==> config.mk <==
export PLATFORM = sky130hd
export DESIGN_NAME = frac_n_ratio_gen
export DESIGN_NICKNAME = d
export VERILOG_FILES = /design/src/rtl/frac_n_ratio_gen_pkg.sv /design/src/rtl/frac_acc_stage.sv /design/src/rtl/frac_n_ratio_gen.sv
export SDC_FILE = /design/constraint.sdc
export NUM_CORES = 1
export LEC_CHECK = 0
export ABC_AREA = 0
export CORE_ASPECT_RATIO = 0.9
export CORE_MARGIN = 2
export CORE_UTILIZATION = 59
export DETAILED_ROUTE_END_ITERATION = 10
export MAX_ROUTING_LAYER = met4
export PLACE_DENSITY = 0.78
export REMOVE_ABC_BUFFERS = 1
export SLEW_MARGIN = 20
export SYNTH_ARGS = -nofsm -noshare
export SYNTH_HDL_FRONTEND = slang
export SYNTH_HIERARCHICAL = 1
export SYNTH_SLANG_ARGS = --single-unit
==> constraint.sdc <==
create_clock -name sys_clk -period 7.4 [get_ports sys_clk]
set_input_delay 1.11 -clock sys_clk [delete_from_list [all_inputs] [get_ports sys_clk]]
set_output_delay 1.11 -clock sys_clk [all_outputs]
set_load 0.01 [all_outputs]
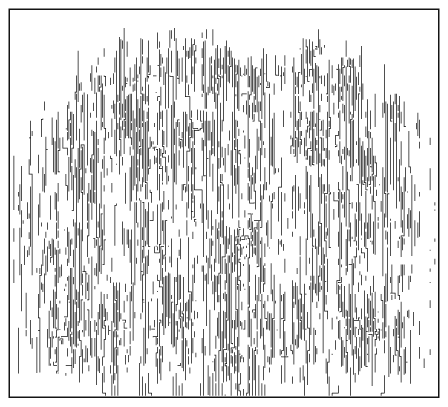
(images/met2.png)
share of all routed wire = 48%
wire length on this layer = 9500 um
main direction = vertical
vias: 6482
met2 Resource Use GR: 46.88%
final wirelength: 19970 um

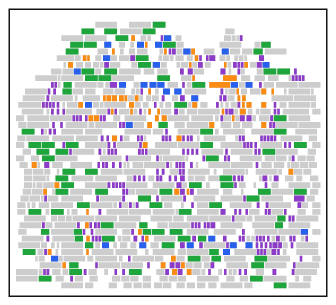
(images/gate_families.png)
blue -> XOR/XNOR gates  # cells 30
green -> multiplexers  # cells 86, most used mux2_4, where widely spread
orange -> NOR gates  # cells 69, most used nor2_1
purple -> NAND gates  # cells 264, most used nand2_1
Non-Filler Instances: 1094
multi-input combinational area share: 46.24%
most numerous logic cell after layout: nand2_1

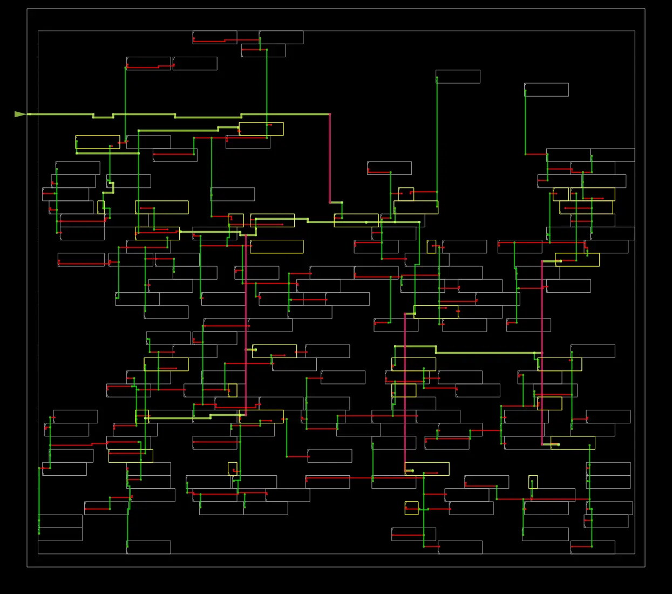
(images/final_clocks.png)
Clock Power: 866 uW
CLK BUF: 20

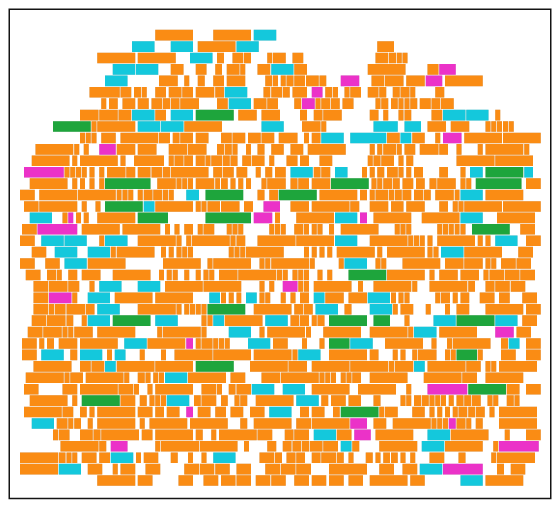
(images/drive_strength.png)
orange -> drive 1 or less  # cells 790, share 85%, most used nand2_1
green -> drive 6 and up  # cells 24, share 2.6%, most used clkbuf_16
magenta -> drive 2  # cells 25, share 2.7%, most used mux2_2
cyan -> drive 3 to 4  # cells 87, share 9.4%, most used mux2_4
number of non-clock buffers: 84
final worst slack: 0.4806 ns
final instance area: 9701 um2
Layout area overhead: 17.65%

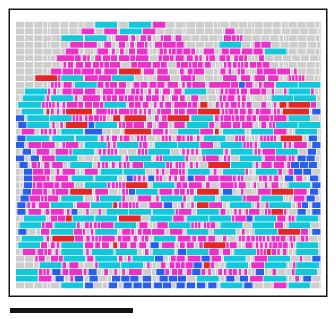
(images/cell_classes.png)
The bar under the picture is 50 um long. Fill, decap, tap and diode cells in grey.
blue -> other buffers and delay cells  # cells 84
cyan -> flip-flops  # cells 135
red -> clock drivers and dummy loads  # cells 32
magenta -> all other logic  # cells 675
Layout Utilization: 71.79%
Cell Rows: 40

==> results.toml <==
# implementation run metrics
[outcome]
outcome = "finished clean"

[global_route]
grt_max_degree = 83
antenna_found_initial = 0
gr-total-overflow = 0
grt_pass1_vias = 6516
grt_pass1_wl_um = 32750
grt.total_usage_pct = 29.41

[logic_synthesis]
yosys_warnings = 6
syn_area_um2 = 8245
synth_area_per_cell_um2 = 9.863
syn_inst = 836

[finish]
fill_cells = 973
diodes = 0
final_cell_mix = "nand2_1, dfrtp_1, clkdlybuf4s50_1"
drive_gt1_share_pct = 14.69
fin_nets = 1018

[floorplan]
die_y_um = 116.2
initCoreUtil_pct = 61.02
die_w_um = 128.6
chip_area_um2 = 14940
ios = 74
coreArea_um2 = 13510

[placement]
dp.cells = 1062
dp_worst_setup_slack_ns = 0.3464
place_area_um2 = 9082
io_buffers = 73
dp_hpwl_um = 14270
place_congestion = 0.9530

[power]
seq_power_share_pct = 22.2
powerDensity_nw_per_um2 = 513.3
p_switching_mw = 1.985
power_frac_comb_pct = 60.5
internal-power_mw = 2.995
finalPower_mw = 4.980
clkPwrFrac_pct = 17.4
peakVddDrop_mv = 0.3847
p_leak_nw = 4.802
swShare_pct = 39.85

[timing]
setup_violations = 0
fmax_mhz = 144.5
rsz0062_at_grt = "no"
final.period_utilization_pct = 93.51
whs_ns = 0.4603
tns_ns = 0
slew_viol_final = 0
slew-limit-headroom_pct = 51.30
finalCriticalPeriod_ns = 6.919
worstMarginPinSlew_ns = 0.7296
finClkSkew_ns = 0.006079
hold_viol = 0

[route]
wire_per_inst_um = 18.26
drc_errors = 0
drt_first_pass_iters = 5
drtIter0Drc = 549
ant_nets = 0
viasPerCell = 5.925

[flow_run]
drv_cap = 0
tool_warnings = 25

[clock_network]
cts.sinks = 135
cts-root-buf = "clkbuf_16"
cts_tree = "yes"
cts_hold_buf = 0
tritoncts.num_buffers = 17
clk_pin_slew_ns = 0.06
htreeDepth = 4
clock_path_buffers = 2
worstSkewPairLatency_ns = 0.43

[setup_path]
r2r_slack_ns = 1.28
endpoint_kind = "register"
critPathRequiredTime_ns = 7.67
arrival_ns = 7.19
path_class = "in -> reg"
ff2ff_path_depth = 21
start_kind = "input pin"
worstPathMaxFanout = 10

[hold_path]
whs_path_depth = 2
worstHoldPathType = "reg -> reg"
## layout make-up
type / instances / area, um2 / area share, %
Tap cell: 168 / 210.2 / 2.167
Clock buffer: 20 / 456.7 / 4.708
Sequential cell: 135 / 3385 / 34.89
Clock inverter: 12 / 151.4 / 1.561
Timing Repair Buffer: 84 / 829.5 / 8.552
Multi-Input combinational cell: 627 / 4486 / 46.24
Inverter: 48 / 182.7 / 1.883
## what timing repair did
action	CTS	global route
setup endpoints to repair	0	1
gates resized	0	1
setup buffers	0	0
endpoints found under the hold margin	0	0
## power by group through the flow
stage | registers (mW) | logic, mW | clock network (mW)
after floorplan | 1.08 | 2.31 | 0
after global placement | 1.10 | 2.87 | 0
after detailed placement | 1.11 | 2.94 | 0
after CTS | 1.10 | 2.97 | 0.875
after global routing | 1.12 | 3.29 | 0.903
final | 1.10 | 3.01 | 0.866
## metal layers
layer	part of all wire, %	up-vias	track usage [%]
met5	0	-	-
met4	1.8	0	10.07
met3	4.6	31	4.902
met2	48	202	46.88
met1	46	3189	38.72
li1	-	3060	-
## worst max-delay path, cell delays in order
cell	delay, ns
clkdlybuf4s50_1	0.51
nand4_2	0.33
inv_2	0.31
nor2b_1	0.08
ha_1	0.23
fa_1	0.41
a21oi_1	0.24
nand4b_1	0.20
a31oi_1	0.21
a221oi_1	0.45
a211oi_1	0.17
ha_1	0.40
nand3_1	0.13
or4_1	0.48
nand4_1	0.16
nor3_4	0.07
inv_1	0.09
ha_1	0.17
ha_1	0.36
o211ai_1	0.35
o311ai_0	0.54
o211ai_1	0.17
Power figures rest on the tool's default switching activity, not on a simulated workload.
